--- config.mk ---
export PLATFORM = sky130hd
export DESIGN_NAME = csa_accum_flat
export DESIGN_NICKNAME = d
export VERILOG_FILES = /design/src/rtl/csa_pkg.sv /design/src/rtl/csa_accum_if.sv /design/src/rtl/csa_stage.sv /design/src/rtl/csa_accum.sv /design/src/flat_wrapper.sv
export SDC_FILE = /design/constraint.sdc
export NUM_CORES = 2
export LEC_CHECK = 0
export ABC_CLOCK_PERIOD_IN_PS = 7600
export CORE_ASPECT_RATIO = 0.9
export CORE_MARGIN = 4
export CORE_UTILIZATION = 25
export CTS_BUF_LIST = sky130_fd_sc_hd__clkbuf_16
export DETAILED_ROUTE_END_ITERATION = 7
export PLACE_DENSITY_LB_ADDON = 0.1
export SYNTH_ARGS = -nofsm -noshare
export SYNTH_HDL_FRONTEND = slang
export SYNTH_SLANG_ARGS = --single-unit
--- constraint.sdc ---
create_clock -name clk -period 7.6 [get_ports clk]
set_clock_uncertainty 0.05 [all_clocks]
set_input_delay 1.52 -clock clk [delete_from_list [all_inputs] [get_ports clk]]
set_output_delay 1.52 -clock clk [all_outputs]
set_load 0.005 [all_outputs]
--- src/rtl/csa_pkg.sv ---
// Shared types and elaboration helpers for the carry-save streaming accumulator.
package csa_pkg;

  typedef enum logic [1:0] {
    StAcc,
    StResolve,
    StOut
  } state_e;

  function automatic int unsigned nchunk(input int unsigned w, input int unsigned chunk);
    return w / chunk;
  endfunction

  // Chunk index needs at least one bit even when the whole word resolves in one cycle.
  function automatic int unsigned idx_width(input int unsigned nch);
    return (nch <= 1) ? 1 : $clog2(nch);
  endfunction

endpackage

--- src/rtl/csa_accum_if.sv ---
// Operand stream in, resolved result out; the accumulator is the slave side.
interface csa_accum_if #(
  parameter int unsigned W     = 186,
  parameter int unsigned CNT_W = 16
);

  logic             in_valid;
  logic             in_ready;
  logic [W-1:0]     in_data;
  logic             in_sub;
  logic             in_last;
  logic             out_valid;
  logic             out_ready;
  logic [W-1:0]     out_data;
  logic [CNT_W-1:0] out_count;

  modport master (
    output in_valid, in_data, in_sub, in_last, out_ready,
    input  in_ready, out_valid, out_data, out_count
  );

  modport slave (
    input  in_valid, in_data, in_sub, in_last, out_ready,
    output in_ready, out_valid, out_data, out_count
  );

endinterface

--- src/rtl/csa_stage.sv ---
// Combinational 3:2 compressor; the shifted carry's free bit 0 is taken from cin_i.
module csa_stage #(
  parameter int unsigned W = 186
) (
  input  logic [W-1:0] x_i,
  input  logic [W-1:0] y_i,
  input  logic [W-1:0] z_i,
  input  logic         cin_i,
  output logic [W-1:0] s_o,
  output logic [W-1:0] c_o
);

  logic [W-2:0] maj;

  // The majority MSB would shift out of the word, so it is never formed.
  assign maj = (x_i[W-2:0] & y_i[W-2:0]) | (x_i[W-2:0] & z_i[W-2:0]) |
               (y_i[W-2:0] & z_i[W-2:0]);
  assign s_o = x_i ^ y_i ^ z_i;
  assign c_o = {maj, cin_i};

endmodule

--- src/rtl/csa_accum.sv ---
// Streaming multi-operand accumulator: carry-save accumulate, then chunked carry-propagate.
module csa_accum
  import csa_pkg::*;
#(
  parameter int unsigned W     = 186,
  parameter int unsigned CHUNK = 62,
  parameter int unsigned CNT_W = 16
) (
  input logic        clk,
  input logic        rst,
  csa_accum_if.slave bus
);

  localparam int unsigned NCH  = nchunk(W, CHUNK);
  localparam int unsigned IdxW = idx_width(NCH);
  localparam logic [IdxW-1:0] LastIdx = IdxW'(NCH - 1);

  if (W % CHUNK != 0) begin : g_bad_chunk
    $error("csa_accum: W must be a multiple of CHUNK");
  end

  state_e           state_q, state_d;
  logic [W-1:0]     sum_q, sum_d;
  logic [W-1:0]     carry_q, carry_d;
  logic [CNT_W-1:0] count_q, count_d;
  logic             cy_q, cy_d;
  logic [IdxW-1:0]  idx_q, idx_d;
  logic             out_valid_q, out_valid_d;
  logic [W-1:0]     out_data_q, out_data_d;
  logic [CNT_W-1:0] out_count_q, out_count_d;

  logic             accept;
  logic [W-1:0]     z;
  logic [W-1:0]     csa_s, csa_c;
  logic [CHUNK-1:0] sum_chunk, carry_chunk;
  logic [CHUNK:0]   chunk_res;

  assign accept = bus.in_valid && (state_q == StAcc);
  assign z      = bus.in_sub ? ~bus.in_data : bus.in_data;

  // Subtraction is ~x + 1; the +1 rides in the carry word's empty bit 0.
  csa_stage #(
    .W(W)
  ) u_stage (
    .x_i  (sum_q),
    .y_i  (carry_q),
    .z_i  (z),
    .cin_i(bus.in_sub),
    .s_o  (csa_s),
    .c_o  (csa_c)
  );

  assign sum_chunk   = sum_q[idx_q*CHUNK +: CHUNK];
  assign carry_chunk = carry_q[idx_q*CHUNK +: CHUNK];
  assign chunk_res   = {1'b0, sum_chunk} + {1'b0, carry_chunk} + {{CHUNK{1'b0}}, cy_q};

  always_comb begin
    state_d     = state_q;
    sum_d       = sum_q;
    carry_d     = carry_q;
    count_d     = count_q;
    cy_d        = cy_q;
    idx_d       = idx_q;
    out_valid_d = out_valid_q;
    out_data_d  = out_data_q;
    out_count_d = out_count_q;

    case (state_q)
      StAcc: begin
        if (accept) begin
          sum_d   = csa_s;
          carry_d = csa_c;
          count_d = (count_q == {CNT_W{1'b1}}) ? count_q : count_q + 1'b1;
          if (bus.in_last) begin
            state_d = StResolve;
            idx_d   = '0;
            cy_d    = 1'b0;
          end
        end
      end

      StResolve: begin
        out_data_d[idx_q*CHUNK +: CHUNK] = chunk_res[CHUNK-1:0];
        cy_d = chunk_res[CHUNK];
        if (idx_q == LastIdx) begin
          state_d     = StOut;
          idx_d       = '0;
          out_count_d = count_q;
        end else begin
          idx_d = idx_q + 1'b1;
        end
      end

      StOut: begin
        // The result settles for one cycle in OUT before it is offered.
        if (!out_valid_q) begin
          out_valid_d = 1'b1;
        end else if (bus.out_ready) begin
          out_valid_d = 1'b0;
          sum_d       = '0;
          carry_d     = '0;
          count_d     = '0;
          state_d     = StAcc;
        end
      end

      default: state_d = StAcc;
    endcase
  end

  always_ff @(posedge clk) begin
    if (rst) begin
      state_q     <= StAcc;
      sum_q       <= '0;
      carry_q     <= '0;
      count_q     <= '0;
      cy_q        <= 1'b0;
      idx_q       <= '0;
      out_valid_q <= 1'b0;
      out_data_q  <= '0;
      out_count_q <= '0;
    end else begin
      state_q     <= state_d;
      sum_q       <= sum_d;
      carry_q     <= carry_d;
      count_q     <= count_d;
      cy_q        <= cy_d;
      idx_q       <= idx_d;
      out_valid_q <= out_valid_d;
      out_data_q  <= out_data_d;
      out_count_q <= out_count_d;
    end
  end

  assign bus.in_ready  = (state_q == StAcc);
  assign bus.out_valid = out_valid_q;
  assign bus.out_data  = out_data_q;
  assign bus.out_count = out_count_q;

endmodule
--- src/flat_wrapper.sv ---
// flat-port wrapper written by rule: the top's interface ports become plain ports
module csa_accum_flat import csa_pkg::*;
#(
  parameter int unsigned W     = 186,
  parameter int unsigned CHUNK = 62,
  parameter int unsigned CNT_W = 16
)
  (clk, rst, bus_in_valid, bus_in_data, bus_in_sub, bus_in_last, bus_out_ready, bus_in_ready, bus_out_valid, bus_out_data, bus_out_count);
  csa_accum_if #(.W(W), .CNT_W(CNT_W)) bus_i ();
  input logic clk;
  input logic rst;
  input wire logic [$bits(bus_i.in_valid)-1:0] bus_in_valid;
  input wire logic [$bits(bus_i.in_data)-1:0] bus_in_data;
  input wire logic [$bits(bus_i.in_sub)-1:0] bus_in_sub;
  input wire logic [$bits(bus_i.in_last)-1:0] bus_in_last;
  input wire logic [$bits(bus_i.out_ready)-1:0] bus_out_ready;
  output wire logic [$bits(bus_i.in_ready)-1:0] bus_in_ready;
  output wire logic [$bits(bus_i.out_valid)-1:0] bus_out_valid;
  output wire logic [$bits(bus_i.out_data)-1:0] bus_out_data;
  output wire logic [$bits(bus_i.out_count)-1:0] bus_out_count;
  assign bus_i.in_valid = bus_in_valid;
  assign bus_i.in_data = bus_in_data;
  assign bus_i.in_sub = bus_in_sub;
  assign bus_i.in_last = bus_in_last;
  assign bus_i.out_ready = bus_out_ready;
  assign bus_in_ready = bus_i.in_ready;
  assign bus_out_valid = bus_i.out_valid;
  assign bus_out_data = bus_i.out_data;
  assign bus_out_count = bus_i.out_count;
  csa_accum #(.W(W), .CHUNK(CHUNK), .CNT_W(CNT_W)) u_core (.clk(clk), .rst(rst), .bus(bus_i));
endmodule
Fig. 1: track usage over the die
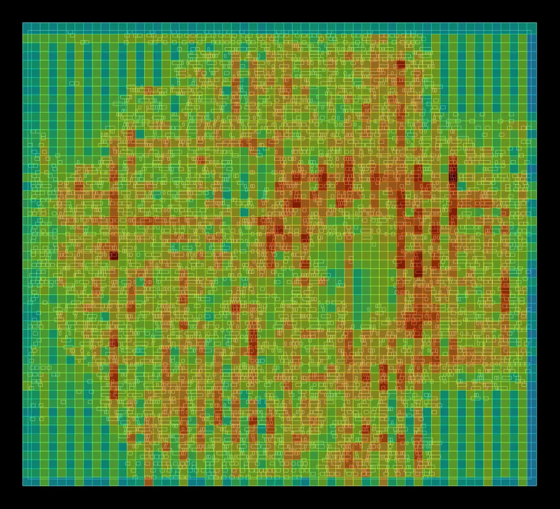
gr usage total: 18.4%
met2 Use GR: 26.9%
routing usage on met1: 28.3%

Fig. 2: wire density map
(1 px per um) The die is cut into 20 by 18 equal tiles; white is low, dark blue is high, scaled to the fullest tile. Values are wire area over tile area, all layers added.
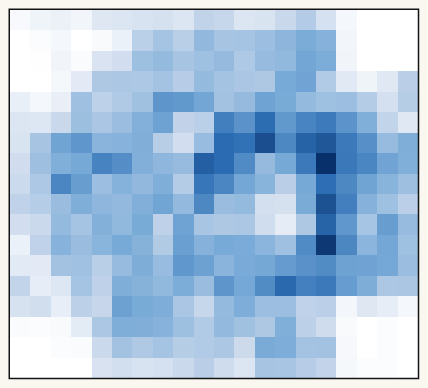
densest ninth of the die: middle right
tiles over half the peak: 22%
fullest tile: 0.42
nearly empty tiles: 9.2%
mean over tiles: 0.15
via count: 31900
final WL: 142 mm
drt wl/cell: 21.2 um

Fig. 3: nets reached from selected ports
(1 px per um)
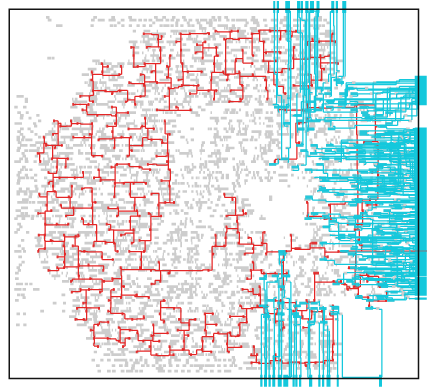
| color | port | direction | end cells | buffers | wire |
|---|---|---|---|---|---|
| cyan | bus_out_data | output | 186 | 186 | 14100 um |
| red | rst | input | 471 | 6 | 6390 um |
I/O pins: 396
I/O Buffers: 395

Fig. 4: clock wires, drivers and flops
(1 px per um)
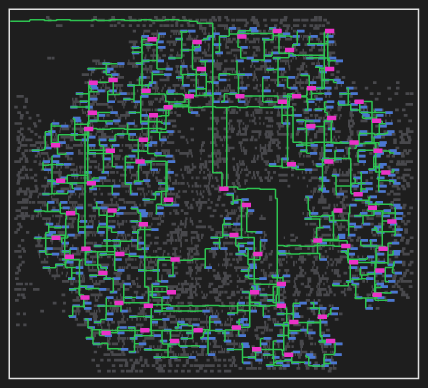
[blue] flip-flops | count: 596
[magenta] cells driving clock nets | count: 76
[green] clock wires | length: 10600 um
routed clock nets: 77
flops lie: widely spread
Clock Power: 0.00344 W
Clk pwr share: 39.3%
Clk Latency, worst-skew pair: 700 ps

==> results.cfg <==
; generated from flow reports
[outcome]
status = finished, final reports clean

[timing]
worst_pin_slew_ps = 1220
finalCritPeriodShare_pct = 75.2
postLayoutSetupSlackWorst_ps = 1880
setup_violations = 0

[critical_path]
cp_num_buf_inv = 1
slowest_delay_ps = 840
path_cells = buf_12 > o22ai_1 > ha_1 > nand4_1 > or4_1 > or4_1 > a21oi_1 > or4b_2 > a31oi_1 > xnor2_1 > a21boi_0 > o21ai_0
critPathKind = flip-flop to flip-flop
crit_arrival_ps = 6270

[grt]
grt_max_degree = 189
grt-ovfl-total = 0
grt_pass1_wl_mm = 212
top_usage_layer = met1

[cells_and_area]
fin_nets = 5211
fillCellCount = 15300
comb_area_um2 = 21400
lay_top_cells = 932 x nor2_1, 594 x dfxtp_1, 536 x a21oi_1
final_area_um2 = 43800
stdcell_count = 6683

[yosys]
netlist_area_um2 = 36000
area_leaders = dfxtp_1 33%, fa_1 10%, nor2_1 9.7%
top_cell = nor2_1
synth_seq_share_pct = 33.2
common_cells = 934 x nor2_1, 596 x dfxtp_1, 539 x a21oi_1
synth_area_per_cell_um2 = 7.88
yosysUniqueCellTypes = 80
ys_warn_count = 0
synth-seq-cells = 596
ff_type = dfxtp_1
ys_chip_area_um2 = 36000

[placed_design]
dp_hpwl_mm = 104
place_congestion = 0.848
post-place-ws_ps = 2030

[floorplan]
die_h_um = 368
core_um2 = 142000

[cts]
clock-root-buffer = clkbuf_16
numCtsBuffers = 76
clock_sinks = 596
post_cts_resize_count = 0

[flow_run]
warnings = 45

[detailed_routing]
antenna_left = 0

[power]
total_power_w = 0.00875
p_per_area_nw_per_um2 = 200
==> metal layers <==
metal	share of wire (%)	wire length, um
met1	52	73600
met5	0.033	47
met3	4.7	6690
met4	1.6	2230
met2	42	59200
==> sequential cells by signal (all words and copies together) (netlist names) <==
register / cells
u_core.bus.out_valid: 1
u_core.cy_q: 1
u_core.sum_q: 186
u_core.state_q: 2
u_core.count_q: 16
u_core.bus.out_data: 186
u_core.idx_q: 2
u_core.bus.out_count: 16
u_core.carry_q: 186
==> cells by family after synthesis <==
family / Yosys count / synth area share (%)
xor+xnor: 259 / 6.31
buf+inv: 712 / 7.43
simple gates: 1491 / 16.8
flops: 596 / 33.2
compound gates: 1070 / 17.9
fa+ha+maj: 254 / 12.7
mux: 183 / 5.69
==> report_power, final <==
part           total, W  internal [W]  leakage [nW]  switching, W
registers       0.00341       0.00328          4.84      0.000135
logic           0.00190      0.000691          9.08       0.00121
clock network   0.00344       0.00189          1.17       0.00154
total           0.00875       0.00586          15.1       0.00289
==> path summary, 6_finish.rpt <==
check	start	endpoint	slack (ps)	cells past startpoint
max	u_core.idx_q[1]$_SDFFE_PP0P_	u_core.bus.out_data[120]$_SDFFE_PP0P_	1880	12
min	u_core.bus.out_data[158]$_SDFFE_PP0P_	u_core.bus.out_data[158]$_SDFFE_PP0P_	390	2
max reg2reg	u_core.idx_q[1]$_SDFFE_PP0P_	u_core.bus.out_data[120]$_SDFFE_PP0P_	1880	12
min reg2reg	u_core.bus.out_data[158]$_SDFFE_PP0P_	u_core.bus.out_data[158]$_SDFFE_PP0P_	390	2
==> cell type report <==
class	instances	share of cell area (%)
inverter	395	3.39
timing repair buffer	439	9.99
tap	1862	5.31
antenna	1	0.00571
clock buffer	76	4.34
sequential	596	27.2
clock inverter	57	0.862
multi-input combinational	3257	48.9
Power and IR drop assume default switching activity.
